## src/rtl/add_sub_serial.sv

```systemverilog
// Digit-serial adder/subtractor: DIGIT bits per clock, WIDTH/DIGIT run cycles.
// Results (sum, cout, ovf, sum_f) are registered and only change on completion.
module add_sub_serial #(
  parameter int WIDTH = 8,
  parameter int DIGIT = 2
) (
  input  logic             clk,
  input  logic             rst,
  input  logic             start,
  input  logic             sub,
  input  logic [WIDTH-1:0] a,
  input  logic [WIDTH-1:0] b,
  output logic             busy,
  output logic             done,
  output logic [WIDTH-1:0] sum,
  output logic             cout,
  output logic             ovf,
  output logic [WIDTH:0]   sum_f
);

  localparam int N  = WIDTH / DIGIT;
  localparam int CW = (N > 1) ? $clog2(N) : 1;

  typedef enum logic [1:0] {S_IDLE, S_RUN, S_DONE} state_t;

  state_t           state_q, state_d;
  logic [WIDTH-1:0] opa_q, opa_d;
  logic [WIDTH-1:0] opb_q, opb_d;
  logic [WIDTH-1:0] res_q, res_d;
  logic [WIDTH-1:0] sum_q, sum_d;
  logic             carry_q, carry_d;
  logic             cout_q, cout_d;
  logic             ovf_q, ovf_d;
  logic [CW-1:0]    cnt_q, cnt_d;
  logic [1:0]       msb_q, msb_d;

  logic [DIGIT:0]   dsum;
  logic [WIDTH-1:0] res_shift;
  logic [WIDTH-1:0] opb_in;
  logic             last_digit;

  always_comb begin
    dsum       = {1'b0, opa_q[DIGIT-1:0]} + {1'b0, opb_q[DIGIT-1:0]}
               + {{DIGIT{1'b0}}, carry_q};
    // New digit enters at the top; after N shifts the LSB digit sits at bit 0.
    res_shift  = WIDTH'({dsum[DIGIT-1:0], res_q} >> DIGIT);
    opb_in     = sub ? ~b : b;
    last_digit = (cnt_q == CW'(N - 1));

    state_d = state_q;
    opa_d   = opa_q;
    opb_d   = opb_q;
    res_d   = res_q;
    sum_d   = sum_q;
    carry_d = carry_q;
    cout_d  = cout_q;
    ovf_d   = ovf_q;
    cnt_d   = cnt_q;
    msb_d   = msb_q;

    case (state_q)
      S_IDLE, S_DONE: begin
        if (start) begin
          state_d = S_RUN;
          opa_d   = a;
          opb_d   = opb_in;
          carry_d = sub;
          cnt_d   = '0;
          msb_d   = {a[WIDTH-1], opb_in[WIDTH-1]};
        end else begin
          state_d = S_IDLE;
        end
      end
      S_RUN: begin
        opa_d   = opa_q >> DIGIT;
        opb_d   = opb_q >> DIGIT;
        res_d   = res_shift;
        carry_d = dsum[DIGIT];
        cnt_d   = cnt_q + CW'(1);
        if (last_digit) begin
          state_d = S_DONE;
          sum_d   = res_shift;
          cout_d  = dsum[DIGIT];
          ovf_d   = (msb_q[1] == msb_q[0]) && (res_shift[WIDTH-1] != msb_q[1]);
        end
      end
      default: state_d = S_IDLE;
    endcase
  end

  always_ff @(posedge clk) begin
    if (rst) begin
      state_q <= S_IDLE;
      opa_q   <= '0;
      opb_q   <= '0;
      res_q   <= '0;
      sum_q   <= '0;
      carry_q <= 1'b0;
      cout_q  <= 1'b0;
      ovf_q   <= 1'b0;
      cnt_q   <= '0;
      msb_q   <= '0;
    end else begin
      state_q <= state_d;
      opa_q   <= opa_d;
      opb_q   <= opb_d;
      res_q   <= res_d;
      sum_q   <= sum_d;
      carry_q <= carry_d;
      cout_q  <= cout_d;
      ovf_q   <= ovf_d;
      cnt_q   <= cnt_d;
      msb_q   <= msb_d;
    end
  end

  assign busy  = (state_q == S_RUN);
  assign done  = (state_q == S_DONE);
  assign sum   = sum_q;
  assign cout  = cout_q;
  assign ovf   = ovf_q;
  assign sum_f = {cout_q, sum_q};

endmodule

```

## config.mk

```make
export PLATFORM = sky130hd
export DESIGN_NAME = add_sub_serial
export DESIGN_NICKNAME = d
export VERILOG_FILES = /design/src/rtl/add_sub_serial.sv
export SDC_FILE = /design/constraint.sdc
export NUM_CORES = 1
export LEC_CHECK = 0
export CAP_MARGIN = 0
export CORE_ASPECT_RATIO = 1.4
export CORE_MARGIN = 1.5
export CORE_UTILIZATION = 45
export DETAILED_ROUTE_END_ITERATION = 10
export HOLD_SLACK_MARGIN = 0.12
export PLACE_DENSITY = 0.76
export SYNTH_ARGS = -nofsm -noshare
export SYNTH_HDL_FRONTEND = slang
export SYNTH_SLANG_ARGS = --single-unit
```

## constraint.sdc

```tcl
create_clock -name clk -period 1.9 [get_ports clk]
set_input_delay 0.38 -clock clk [delete_from_list [all_inputs] [get_ports clk]]
set_output_delay 0.38 -clock clk [all_outputs]
set_load 0.02 [all_outputs]
```

Wiring by layer:
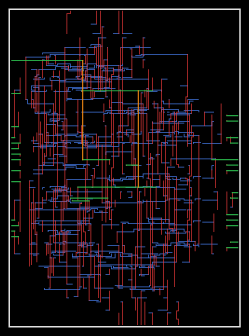
Key: metal 4 = orange [wire length 48.3 µm]; metal 1 = blue [wire length 1290 µm]; metal 3 = green [wire length 135 µm]; metal 2 = red [wire length 1750 µm]

Metal 2:
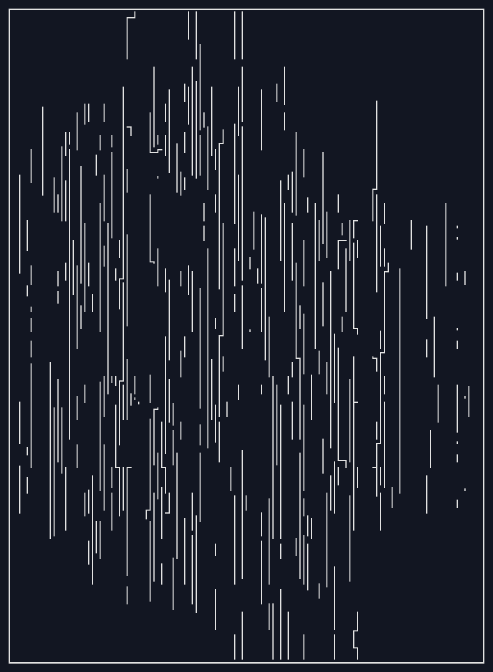
192 nets have wire on it. The layer holds 54% of the routed length. The layer carries 1750 µm of wire. The wires run mostly vertical.

==> PnR_summary.wiki <==
== Run summary ==
{| class="wikitable"
! Metric !! Value
|-
| Max-slew violation count || 0
|-
| Number of warnings in the stage logs || 26
|-
| Level count of the clock H-tree || 2
|-
| Part of the total power dissipated in sequential elements || 53.0%
|-
| Final global-route overflow total || 0
|-
| Power density over the cells || 751 mW/mm²
|-
| IO Count || 41
|-
| Register bit total from synthesis || 39
|-
| Fin. Hold Viols || 0
|-
| Clock buffers created by TritonCTS || 5
|-
| Cell count after placement || 259
|-
| Post-synthesis share of cell area spent on and, or, nand and nor gates || 16.0%
|-
| Final TNS setup || 0 ns
|-
| Sequential Area || 782 µm²
|-
| Worst EP required || 2.10 ns
|-
| Cells traversed along the worst timing path || inv_2 -> fa_2 -> fa_1 -> or3_1 -> a311oi_2
|-
| Maximum Capacitance Violations || 0
|-
| Yosys cell count || 195
|-
| Synthesis area per yosys || 0.00181 mm²
|-
| Xor+xnor area frac || 3.86%
|-
| Run status || completed
|-
| Mux cell area share after synthesis || 0%
|-
| Wire length of the first global-routing pass || 5530 µm
|-
| Ranking of synthesized cells by instance count || dfxtp_1 (39), a21oi_1 (31), nand2_1 (27)
|-
| Synthesized area divided by synthesized cell count || 9.30 µm²
|-
| Master of the slowest instance on the critical path || fa_1
|-
| Post-Route M1 WL || 1290 µm
|-
| Die ar. || 0.00442 mm²
|-
| Worst Hold Endpoint || sum[0]
|-
| CTS Root Cell || clkbuf_8
|-
| Most frequently placed logic cells in the final layout || clkdlybuf4s50_1 (39), dfxtp_1 (38), a21oi_1 (31)
|-
| Clock tree from TritonCTS || built
|-
| Fraction of registers with async set/reset || 0%
|-
| Worst reg2reg path endpoint || ovf
|-
| Total number of vias || 1389
|-
| Tightest hold margin || 0.459 ns
|-
| Fraction of power consumed by the clock network || 31.4%
|-
| Remaining max-slew budget at the tightest pin || 63.2%
|-
| Cell type taking the most area || logic gates
|-
| Flip-flops with a built-in enable || 0
|-
| Total combinational power || 0.261 mW
|-
| Kind of cell adding the most delay to the critical path || adder cells
|-
| AND-OR/OR-AND Cells, Area Fraction || 21.5%
|-
| CP Max Fanout || 2
|-
| Power dissipated by switching net loads || 0.429 mW
|-
| Final core occ || 57.2%
|-
| Critical path start-end classification || reg -> reg
|-
| Net count entering floorplan || 218
|-
| Total number of placement rows || 27
|-
| Cells after synthesis || 195
|-
| Post-Synthesis Cell Area || 0.00181 mm²
|-
| Largest net degree at the start of global routing || 40
|-
| Total length of routed met3 wires || 134 µm
|-
| Nature of the critical path endpoint || flop
|-
| Critical path endpoint || ovf
|-
| Heaviest power group || sequential cells
|-
| Multi-input combinational area share || 36.2%
|-
| Worst hold stages || 2
|-
| Sw Share || 25.7%
|-
| Leakage dissipation || 0.753 nW
|-
| Sequential logic power || 0.884 mW
|}
Power is estimated from default activity; no workload was simulated.
